## src/rtl/eth_sma_pkg.sv

```systemverilog
// rtl/eth_sma_pkg.sv - shared types and frame constants for the SMA master
package eth_sma_pkg;

    typedef enum logic [3:0] {
        S_IDLE,
        S_FETCH,
        S_DECODE,
        S_PRE,
        S_ST,
        S_OP,
        S_PHY,
        S_REG,
        S_TA,
        S_DATA,
        S_WB,
        S_DONE
    } sma_state_e;

    localparam logic [1:0] OP_WR = 2'b01;
    localparam logic [1:0] OP_RD = 2'b10;
    localparam logic [1:0] ST    = 2'b01;
    localparam logic [1:0] TA_WR = 2'b10;

    localparam int CMD_W    = 23;
    localparam int OP_MSB   = 22;
    localparam int OP_LSB   = 21;
    localparam int REG_MSB  = 20;
    localparam int REG_LSB  = 16;
    localparam int DATA_MSB = 15;
    localparam int DATA_LSB = 0;
    localparam int DATA_W   = 16;
    localparam int FRAME_W  = 32;

    // Bit count minus one of each post-preamble field.
    function automatic logic [4:0] field_last(sma_state_e s);
        case (s)
            S_ST, S_OP, S_TA: return 5'd1;
            S_PHY, S_REG:     return 5'd4;
            S_DATA:           return 5'd15;
            default:          return 5'd0;
        endcase
    endfunction

endpackage

```

## src/rtl/eth_sma_mdc_gen.sv

```systemverilog
// rtl/eth_sma_mdc_gen.sv - MDC divider with bit-boundary strobes
module eth_sma_mdc_gen #(
    parameter int DIV_W = 8
) (
    input  logic             clk,
    input  logic             rstn,
    input  logic             en,
    input  logic [DIV_W-1:0] div,
    output logic             sma_mdc,
    output logic             fall_stb,
    output logic             rise_last_stb
);

    logic [DIV_W-1:0] cnt;
    logic             term;

    assign term = (cnt == div);

    always_ff @(posedge clk or negedge rstn) begin
        if (!rstn) begin
            cnt     <= '0;
            sma_mdc <= 1'b0;
        end else if (!en) begin
            cnt     <= '0;
            sma_mdc <= 1'b0;
        end else if (term) begin
            cnt     <= '0;
            sma_mdc <= ~sma_mdc;
        end else begin
            cnt <= cnt + 1'b1;
        end
    end

    // Last clk of the high phase: read sample point, and MDC falls on this edge.
    assign rise_last_stb = en && sma_mdc && term;
    assign fall_stb      = en && sma_mdc && term;

endmodule

```

## src/rtl/eth_sma_master_ctrl.sv

```systemverilog
// rtl/eth_sma_master_ctrl.sv - clause-22 SMA master frame engine
module eth_sma_master_ctrl
    import eth_sma_pkg::*;
#(
    parameter int PRE_LEN = 32,
    parameter int DIV_W   = 8
) (
    input  logic              clk,
    input  logic              rstn,
    input  logic              r_sma_en,
    input  logic              r_preamble_en,
    input  logic [4:0]        r_phy_addr,
    input  logic [DIV_W-1:0]  r_clk_div,
    input  logic              tx_fifo_empty,
    input  logic [22:0]       tx_fifo_rdata,
    output logic              tx_fifo_re,
    input  logic              rx_fifo_full,
    output logic              rx_fifo_we,
    output logic [15:0]       rx_fifo_wdata,
    output logic              sma_mdc,
    output logic              sma_mdio_o,
    output logic              sma_mdio_oe,
    input  logic              sma_mdio_i,
    output logic              busy,
    output logic              int_status_trans_done,
    output logic              int_status_cmd_err
);

    sma_state_e          state, state_n;
    logic [CMD_W-1:0]    cmd_q;
    logic [DIV_W-1:0]    div_q;
    logic [FRAME_W-1:0]  tx_sr;
    logic [FRAME_W-1:0]  frame_word;
    logic [4:0]          bit_cnt;
    logic [DATA_W-1:0]   rx_sr;
    logic [1:0]          mdio_sync;
    logic                armed;
    logic [1:0]          op;
    logic                op_legal, is_rd, mdc_en, fall_stb, rise_last_stb, field_end, oe_n;

    assign op         = cmd_q[OP_MSB:OP_LSB];
    assign op_legal   = (op == OP_WR) || (op == OP_RD);
    assign is_rd      = (op == OP_RD);
    assign field_end  = fall_stb && (bit_cnt == 5'd0);
    assign mdc_en     = state inside {S_PRE, S_ST, S_OP, S_PHY, S_REG, S_TA, S_DATA};
    // Read frames leave TA and data undriven; zeros keep sma_mdio_o quiet there.
    assign frame_word = {ST, op, r_phy_addr, cmd_q[REG_MSB:REG_LSB],
                         is_rd ? 18'd0 : {TA_WR, cmd_q[DATA_MSB:DATA_LSB]}};
    assign oe_n       = (state_n inside {S_PRE, S_ST, S_OP, S_PHY, S_REG, S_TA, S_DATA}) &&
                        !(is_rd && (state_n inside {S_TA, S_DATA}));

    assign busy          = tx_fifo_re ||
                           ((state != S_IDLE) && (state != S_DONE) && !int_status_cmd_err);
    assign rx_fifo_wdata = rx_sr;

    eth_sma_mdc_gen #(.DIV_W(DIV_W)) u_mdc_gen (
        .clk           (clk),
        .rstn          (rstn),
        .en            (mdc_en),
        .div           (div_q),
        .sma_mdc       (sma_mdc),
        .fall_stb      (fall_stb),
        .rise_last_stb (rise_last_stb)
    );

    always_ff @(posedge clk or negedge rstn) begin
        if (!rstn) state <= S_IDLE;
        else       state <= state_n;
    end

    always_comb begin
        state_n               = state;
        tx_fifo_re            = 1'b0;
        rx_fifo_we            = 1'b0;
        int_status_trans_done = 1'b0;
        int_status_cmd_err    = 1'b0;
        case (state)
            S_IDLE: begin
                if (armed && r_sma_en && !tx_fifo_empty) begin
                    tx_fifo_re = 1'b1;
                    state_n    = S_FETCH;
                end
            end
            S_FETCH:  state_n = S_DECODE;
            S_DECODE: begin
                if (!op_legal) begin
                    int_status_cmd_err = 1'b1;
                    state_n            = S_IDLE;
                end else begin
                    state_n = r_preamble_en ? S_PRE : S_ST;
                end
            end
            S_PRE:  if (field_end) state_n = S_ST;
            S_ST:   if (field_end) state_n = S_OP;
            S_OP:   if (field_end) state_n = S_PHY;
            S_PHY:  if (field_end) state_n = S_REG;
            S_REG:  if (field_end) state_n = S_TA;
            S_TA:   if (field_end) state_n = S_DATA;
            S_DATA: if (field_end) state_n = is_rd ? S_WB : S_DONE;
            S_WB: begin
                if (!rx_fifo_full) begin
                    rx_fifo_we = 1'b1;
                    state_n    = S_DONE;
                end
            end
            S_DONE: begin
                int_status_trans_done = 1'b1;
                state_n               = S_IDLE;
            end
            default: state_n = S_IDLE;
        endcase
    end

    always_ff @(posedge clk or negedge rstn) begin
        if (!rstn) begin
            armed       <= 1'b0;
            mdio_sync   <= 2'b00;
            cmd_q       <= '0;
            div_q       <= '0;
            tx_sr       <= '0;
            bit_cnt     <= 5'd0;
            sma_mdio_o  <= 1'b0;
            sma_mdio_oe <= 1'b0;
            rx_sr       <= '0;
        end else begin
            armed     <= 1'b1;
            mdio_sync <= {mdio_sync[0], sma_mdio_i};
            if (state == S_FETCH) cmd_q <= tx_fifo_rdata;
            if (state == S_DECODE && op_legal) begin
                div_q       <= r_clk_div;
                tx_sr       <= frame_word;
                bit_cnt     <= r_preamble_en ? 5'(PRE_LEN - 1) : field_last(S_ST);
                sma_mdio_o  <= r_preamble_en ? 1'b1 : frame_word[FRAME_W-1];
                sma_mdio_oe <= 1'b1;
            end else if (fall_stb) begin
                if (state == S_PRE) begin
                    // Preamble holds ones; the shifter only starts at ST.
                    bit_cnt    <= field_end ? field_last(S_ST) : bit_cnt - 5'd1;
                    sma_mdio_o <= field_end ? tx_sr[FRAME_W-1] : 1'b1;
                end else begin
                    tx_sr      <= tx_sr << 1;
                    bit_cnt    <= field_end ? field_last(state_n) : bit_cnt - 5'd1;
                    sma_mdio_o <= oe_n & tx_sr[FRAME_W-2];
                end
                sma_mdio_oe <= oe_n;
            end
            if (state == S_DATA && is_rd && rise_last_stb)
                rx_sr <= {rx_sr[DATA_W-2:0], mdio_sync[1]};
        end
    end

endmodule

```

## config.mk

```make
export PLATFORM = sky130hd
export DESIGN_NAME = eth_sma_master_ctrl
export DESIGN_NICKNAME = d
export VERILOG_FILES = /design/src/rtl/eth_sma_pkg.sv /design/src/rtl/eth_sma_mdc_gen.sv /design/src/rtl/eth_sma_master_ctrl.sv
export SDC_FILE = /design/constraint.sdc
export NUM_CORES = 1
export LEC_CHECK = 0
export CORE_ASPECT_RATIO = 0.7
export CORE_MARGIN = 5
export CORE_UTILIZATION = 44
export CTS_BUF_LIST = sky130_fd_sc_hd__clkbuf_4
export CTS_CLUSTER_DIAMETER = 80
export DETAILED_ROUTE_END_ITERATION = 7
export PLACE_DENSITY = 0.77
export REMOVE_ABC_BUFFERS = 1
export SLEW_MARGIN = 15
export SYNTH_ARGS = -nofsm -noshare
export SYNTH_HDL_FRONTEND = slang
export SYNTH_SLANG_ARGS = --single-unit
```

## constraint.sdc

```tcl
create_clock -name clk -period 2.5 [get_ports clk]
set_input_delay 0.25 -clock clk [delete_from_list [all_inputs] [get_ports clk]]
set_output_delay 0.25 -clock clk [all_outputs]
set_load 0.05 [all_outputs]
```

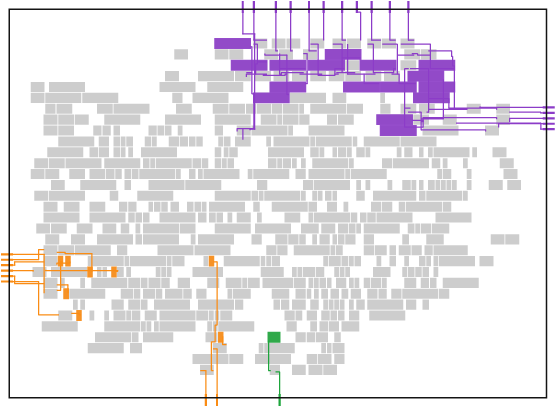
*I/O nets highlighted*
(4 px per um)
Key: orange = r_clk_div [bits 8, direction input, edge 6 west, 2 south, end cells 8, buffers 8, wire 178 um]; purple = rx_fifo_wdata [bits 16, direction output, edge 11 north, 5 east, end cells 16, buffers 16, wire 573 um]; green = int_status_cmd_err [bits 1, direction output, edge south, end cells 1, buffers 1, wire 14.8 um]
Port Buffers: 66
Top Ports: 67

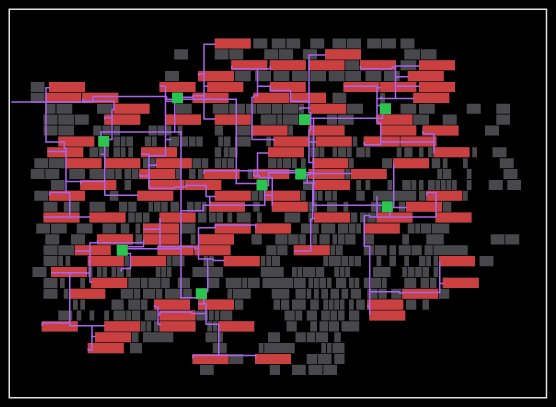
*Clock wires, drivers and flops*
(4 px per um)
Key: purple = clock wires [length 1,090 um]; green = cells driving clock nets [count 9]; red = flip-flops [count 102]
There are 10 routed clock nets.
later-pin clock latency in the skew report: 0.45 ns
Clock Power Share: 0.319
skew final: 0.01468 ns

==> flow_summary.yaml <==
# synthesis and place-and-route metrics
status:
  status: "finished clean"
routing:
  dr_wl_met2_um: 4580
  wl_met3_um: 727
  drtAntennaViolNets: 0
  drt_iter0_drc: 283
  via_per_inst: 5.361
  drtPass1Iterations: 5
  routedWlPerCell_um: 15.05
  drcViolationCount: 0
  routed-via-count: 3581
  topRoutingLayerUsed: "met4"
  wl_met1_um: 4636
yosys:
  synth_area_per_cell_um2: 10.31
  yosysTopAreaCellShare: 0.5393
  ys_async_sr_fraction: 1.000
  synth.cellmix.compoundShare: 0.1084
  synth_cells: 459
  edf_count: 0
  synth-main-ff-cell: "dfrtp_1"
  yosys_warnings: 0
  ys_types: 50
  mux_share: 0.09040
  ys_sh_adder: 0.01057
  top_cell: "dfrtp_1"
power:
  clk-power_mw: 0.824
  seq-power_mw: 1.65
  seqPwrFrac: 0.640
  power_leader: "sequential cells"
  leakagePower_nw: 2.605
  switching_share: 0.2119
  p_sw_mw: 0.5468
  power_frac_comb: 0.040
  power.density_nw_per_um2: 449.4
die:
  core_area_um2: 10430
  dieArea_um2: 12960
  taps: 132
  rows: 31
layout:
  final_layout_size_suffix_gt1_frac: 0.1455
  regMostFlops: "tx_sr"
  n_all_inverters: 7
  register_area_um2: 2552
  buffers: 85
  comb_area_frac: 0.3612
  area_delta_synth_final_pct: 21.33
  nFillCells: 878
  seq_share: 0.4444
  buf_share: 0.1379
  fin_cells: 668
  combGateArea_um2: 2074
final_timing:
  finalSetupViolations: 0
  min_period_over_period: 0.9371
  finalSetupTns_ns: 0
  finalHoldViolations: 0
  tightest_slew_ns: 0.8684
placement:
  hpwl_um: 7271
  gp_congestion: 0.9450
  detailedPlace.worstSlack_ns: 0.1423
  postPlaceCellArea_um2: 5593
global_routing:
  grt_max_degree: 71
  track_usage: 0.1597
  use_met3: 0.05290
  use_met2: 0.2402
setup_path:
  criticalPathCategory: "reg2reg"
  timing.rr.end: "rx_fifo_wdata[0]"
  cp_slowest_stage_delay_ns: 0.47
  endpoint_kind: "flip-flop"
clocking:
  ctsHoldBuffers: 1
  tritoncts: "built"
  cts_buffers: 9
  cts_setup_buffers: 0
  cts-htree-levels: 3
flow_run:
  tool_warnings: 26
worst_hold_path:
  holdPathStages: 1
Power is estimated from default activity; no workload was simulated.
